==> config.mk <==
export PLATFORM = sky130hd
export DESIGN_NAME = mem_arbiter
export DESIGN_NICKNAME = d
export VERILOG_FILES = /design/src/rtl/mem_arb_pkg.sv /design/src/rtl/starve_counter.sv /design/src/rtl/mem_arbiter.sv
export SDC_FILE = /design/constraint.sdc
export NUM_CORES = 1
export LEC_CHECK = 0
export ABC_CLOCK_PERIOD_IN_PS = 2500
export CAP_MARGIN = 10
export CELL_PAD_IN_SITES_DETAIL_PLACEMENT = 1
export CELL_PAD_IN_SITES_GLOBAL_PLACEMENT = 1
export CORE_ASPECT_RATIO = 0.5
export CORE_MARGIN = 10
export CORE_UTILIZATION = 11
export DETAILED_ROUTE_END_ITERATION = 16
export PLACE_DENSITY = 0.95
export SYNTH_ARGS = -nofsm -noshare
export SYNTH_HDL_FRONTEND = slang
export SYNTH_HIERARCHICAL = 1
export SYNTH_SLANG_ARGS = --single-unit
export TNS_END_PERCENT = 50
==> constraint.sdc <==
create_clock -name clk -period 2.5 [get_ports clk]
set_input_delay 0.375 -clock clk [delete_from_list [all_inputs] [get_ports clk]]
set_output_delay 0.375 -clock clk [all_outputs]
set_load 0.05 [all_outputs]
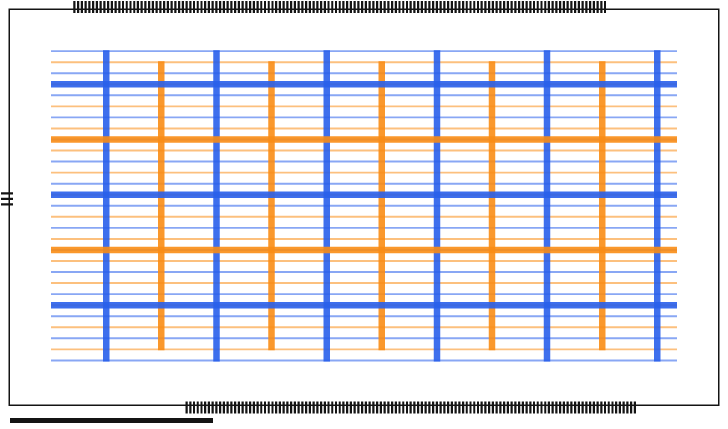
run_1/pdn.png
Scale bar: 50 um. Pins as bars on the die edge.
Key: VDD = orange; VSS = blue
11 straps on met4. 267 signal pins sit on the boundary. 5 straps on met5.
die height: 97.2 um
Core Area: 11700 um^2

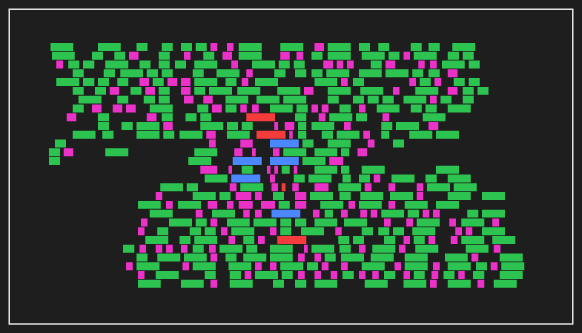
run_1/cell_classes.png
Key: clock drivers and dummy loads = red [cells 4, share of their area 1.5%]; other buffers and delay cells = green [cells 276, share of their area 76%]; all other logic = magenta [cells 153, share of their area 20%]; flops = blue [cells 5, share of their area 2.3%]
Row Count: 28
post-route core utilization: 0.475
flop share of the area: 0.0224
Design Area, Final: 5580 um^2

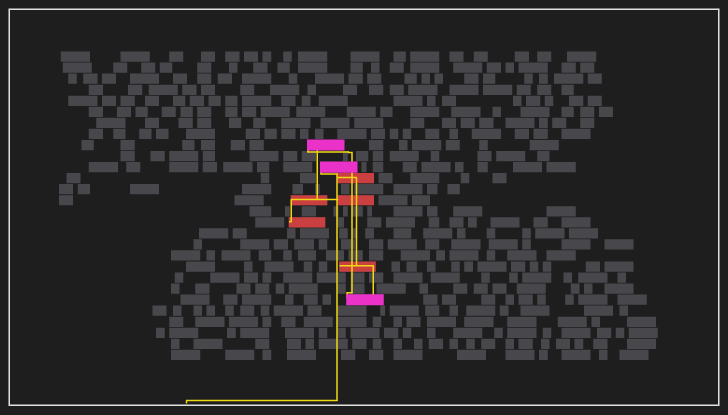
run_1/clock_map.png
Key: cells driving clock nets = magenta [count 3]; clock wires = yellow [length 226 um]; flip-flops = red [count 5]
There are 4 routed clock nets.
clk ins delay skew pair: 0.23 ns
P_clk: 0.000271 W
Clock power frac: 0.189
Clock Skews: 0.00103 ns

==> flow_metrics.env, run 1 <==
# physical design summary
export IMPL_status="completed"
export IMPL_syn_area_per_cell_um2=7.44
export IMPL_cts_sinks=5
export IMPL_yosysCellCount=176
export IMPL_cp_start_kind="input port"
export IMPL_crit_top_cell="buf_12"
export IMPL_htreeDepth=1
export IMPL_n_fill_cell=1239
export IMPL_max_cap_violations=0
export IMPL_cts_setup_buffers=0
export IMPL_wl_met3_um=116
export IMPL_fp_util=0.112
export IMPL_top_area_frac=0.473
export IMPL_crit_chain="clkdlybuf4s50_1 > nand2b_1 > and3_1 > buf_12 > a22o_1 > buf_12"
export IMPL_cp_max_fo=40
export IMPL_drt_pass1_iter_count=4
export IMPL_gp_congestion=0.844
export IMPL_antenna_cells=0
export IMPL_drive_above_1_share=0.349
export IMPL_highest_layer="met4"
export IMPL_rsz0062_at_grt="false"
export IMPL_crit_required_ns=2.12
export IMPL_crit_type="in2out"
export IMPL_routedWlPerCell_um=23.9
export IMPL_power_density_nw_per_um2=257
export IMPL_cpPeakStageDelay_ns=0.51
export IMPL_synth_cell_types=23
export IMPL_worst_hold_path_type="in2async"
export IMPL_reg2reg_depth=6
export IMPL_wl_met2_um=9690
export IMPL_yosysChipArea_um2=1310
export IMPL_placed_area_um2=5500
export IMPL_slew_viol_final=0
export IMPL_peakVddDrop_mv=0.192
export IMPL_cts_tree="yes"
export IMPL_setup_viol=0
export IMPL_cp_end_kind="output pin"
export IMPL_cts_resized=0
export IMPL_routed_wl_um=14400
export IMPL_largest_reg_flops=3
export IMPL_wl_met1_um=4430
export IMPL_ys_seq_frac=0.0955
export IMPL_vias=2300
export IMPL_syn_to_final_growth_pct=326
export IMPL_port_buffers=266
export IMPL_max_slew_margin=0.656
export IMPL_synthCells=176
export IMPL_antenna_found_initial=0
export IMPL_hold_viol=0
export IMPL_p_leak_nw=2.27
export IMPL_yosys_warnings=6
export IMPL_critPathBufInv=3
export IMPL_crit_family="buffers and inverters"
export IMPL_num_io_pins=267
export IMPL_grt_pass1_wl_um=20300
export IMPL_cts_made_buffers=3
export IMPL_synth_nets=311
export IMPL_clkTransAtPathRegs_ns=0.03
export IMPL_drc_errors=0
[run 1: stage by stage]
stage                     total power [W]  cells  setup WS, ns  utilization
final                             0.00143    603         0.226        0.475
after global placement            0.00112    599         0.243        0.469
after floorplan                  0.000546    176        0.0833            -
after global routing              0.00149    603         0.160        0.475
after detailed placement          0.00116    599         0.230        0.469
after CTS                         0.00145    603         0.225        0.475
[run 1: kinds of logic (layout without fill, tap and decap cells)]
logic type	after synthesis	after routing	synth area share
AND/OR/NAND/NOR	114	114	0.561
AND-OR/OR-AND	32	32	0.210
buffers and inverters	22	284	0.103
flip-flops	5	5	0.0955
adder cells (fa/ha/maj)	2	2	0.0191
multiplexers	1	1	0.0115
[run 1: cells in the mapped netlist]
library cell / count
nor4bb_1: 1
nor2b_1: 3
a22o_1: 30
buf_2: 6
o31ai_1: 1
buf_4: 2
nand2_1: 1
a21oi_1: 1
and3_1: 1
ha_1: 2
dfrtp_1: 5
nor2b_4: 1
nand4bb_1: 1
inv_2: 1
clkbuf_1: 5
and2_1: 99
buf_6: 5
nor2_1: 3
mux2_4: 1
nand2b_1: 1
and4_1: 1
inv_1: 3
nor3b_2: 2
[run 1: worst register-to-register path, cell delays in order, from the launching register on]
cell and delay [ns]:
dfrtp_1 0.45, nand2b_1 0.20, and3_1 0.22, buf_12 0.19, nor2b_1 0.25, nor2b_4 0.22, mux2_4 0.30
[run 1: layout make-up]
class,instances,share of cell area
multi-input combinational,149,0.188
tap,165,0.0370
timing repair buffer,276,0.735
sequential,5,0.0224
clock buffer,4,0.0141
inverter,4,0.00269
[run 1: power breakdown]
part           internal (W)  switching [W]  leakage, nW
combinational      0.000545       0.000486         2.17
sequential         0.000104      0.0000277       0.0653
clock              0.000212      0.0000595       0.0382
[run 1: cell usage in the layout (no fill, tap or decap)]
| master | synthesis | final |
|---|---|---|
| inv_2 | 1 | 1 |
| o31ai_1 | 1 | 1 |
| nand2_1 | 1 | 1 |
| a22o_1 | 30 | 30 |
| clkdlybuf4s50_1 | 0 | 132 |
| nor2b_1 | 3 | 3 |
| dfrtp_1 | 5 | 5 |
| inv_1 | 3 | 3 |
| and2_1 | 99 | 99 |
| nor2_1 | 3 | 3 |
| ha_1 | 2 | 2 |
| and4_2 | 0 | 1 |
| mux2_4 | 1 | 1 |
| buf_4 | 2 | 8 |
| nand2b_1 | 1 | 1 |
| nand4bb_1 | 1 | 1 |
| a21oi_1 | 1 | 1 |
| nor3b_2 | 2 | 2 |
| clkbuf_16 | 0 | 3 |
| buf_12 | 0 | 136 |
| nor4bb_1 | 1 | 1 |
| clkbuf_1 | 5 | 1 |
| and3_1 | 1 | 1 |
| nor2b_4 | 1 | 1 |
[run 1: layer usage]
metal  vias to the layer above  GRT usage
li1                       1105          -
met1                      1160      0.142
met2                        24      0.373
met3                        11     0.0109
met4                         0     0.0379
met5                         -          0
--- run 2 (diff from run 1) ---
--- a/config.mk
+++ b/config.mk
@@ -5,7 +5,6 @@
 export SDC_FILE = /design/constraint.sdc
 export NUM_CORES = 1
 export LEC_CHECK = 0
-export ABC_CLOCK_PERIOD_IN_PS = 2500
 export CAP_MARGIN = 10
 export CELL_PAD_IN_SITES_DETAIL_PLACEMENT = 1
 export CELL_PAD_IN_SITES_GLOBAL_PLACEMENT = 1
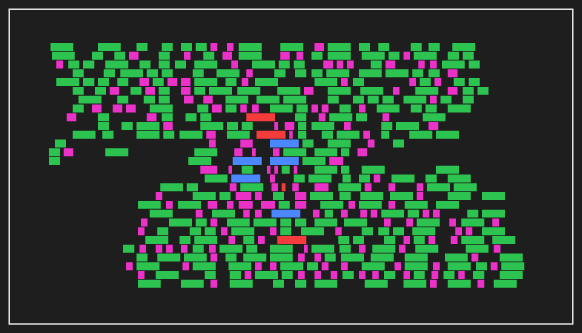
run_2/cell_classes.png
Key: all other logic = magenta [cells 153, share of their area 20%]; other buffers and delay cells = green [cells 276, share of their area 76%]; clock drivers and dummy loads = red [cells 4, share of their area 1.5%]; flops = blue [cells 5, share of their area 2.3%]

==> run 2 against run 1 <==
  * Register-to-register slack about the same
  * Clock skew unchanged
  * Count of clock-buffer cells in the layout unchanged
  * Via count unchanged
  * Synthesized cell count unchanged
  * Final area unchanged
  * Final cell count unchanged
  * First-iteration DRC count is the same
  * Largest cell class unchanged
==> flow_metrics.env, run 2 <==
# physical design summary
export IMPL_antenna_cells=0
export IMPL_max_slew_margin=0.656
export IMPL_peakVddDrop_mv=0.192
export IMPL_hold_viol=0
export IMPL_synth_cell_types=23
export IMPL_synth_nets=311
export IMPL_antenna_found_initial=0
export IMPL_n_fill_cell=1239
export IMPL_status="completed"
export IMPL_num_io_pins=267
export IMPL_routedWlPerCell_um=23.9
export IMPL_fp_util=0.112
export IMPL_fp_dieH_um=97.2
export IMPL_final_area_um2=5580
export IMPL_cts_setup_buffers=0
export IMPL_syn_area_per_cell_um2=7.44
export IMPL_drc_errors=0
export IMPL_htreeDepth=1
export IMPL_gp_congestion=0.844
export IMPL_largest_reg_flops=3
export IMPL_grt_pass1_wl_um=20300
export IMPL_common_cells="99 x and2_1, 30 x a22o_1, 6 x buf_2"
export IMPL_cp_end_kind="output pin"
export IMPL_drt_pass1_iter_count=4
export IMPL_worst_hold_path_type="in2async"
export IMPL_yosysChipArea_um2=1310
export IMPL_crit_top_cell="buf_12"
export IMPL_p_leak_nw=2.27
export IMPL_crit_type="in2out"
export IMPL_top_area_frac=0.473
export IMPL_ys_seq_frac=0.0955
export IMPL_cts_sinks=5
export IMPL_vias=2300
export IMPL_placed_area_um2=5500
export IMPL_crit_required_ns=2.12
-- run 2: metal layers --
metal  share of wire  GRT usage
met5               0          0
met4           0.014     0.0379
met3          0.0080     0.0109
met2            0.67      0.373
met1            0.31      0.142
-- run 2: report_power, final --
part	internal, W	switching (W)	leakage [nW]
registers	0.000104	0.0000277	0.0653
clock network	0.000212	0.0000595	0.0382
logic	0.000545	0.000486	2.17
-- run 2: cells by family (layout without fill, tap and decap cells) --
family / Yosys count / after routing / synth area share
simple gates: 114 / 114 / 0.561
compound gates: 32 / 32 / 0.210
buf+inv: 22 / 284 / 0.103
flops: 5 / 5 / 0.0955
fa+ha+maj: 2 / 2 / 0.0191
mux: 1 / 1 / 0.0115
-- run 2: per-stage QoR --
step	utilization	instances	hold WS, ns	setup slack [ns]	total power, W
after floorplan	-	176	0.111	0.0833	0.000546
after global placement	0.469	599	0.551	0.243	0.00112
after detailed placement	0.469	599	0.598	0.230	0.00116
after CTS	0.475	603	0.368	0.225	0.00145
after global routing	0.475	603	0.371	0.160	0.00149
final	0.475	603	0.367	0.226	0.00143
-- run 2: cell type report --
type / count / area share
Sequential cell: 5 / 0.0224
Clock buffer: 4 / 0.0141
Tap cell: 165 / 0.0370
Multi-Input combinational cell: 149 / 0.188
Inverter: 4 / 0.00269
Timing Repair Buffer: 276 / 0.735
-- run 2: worst reg2reg max path: cells and delay by family, from the launching register on --
kind,cells,cell delay (ns)
buffers and inverters,1,0.19
flip-flops,1,0.45
multiplexers,1,0.30
AND/OR/NAND/NOR,4,0.89
No activity file was given, so power comes from the tool's default toggle rates.
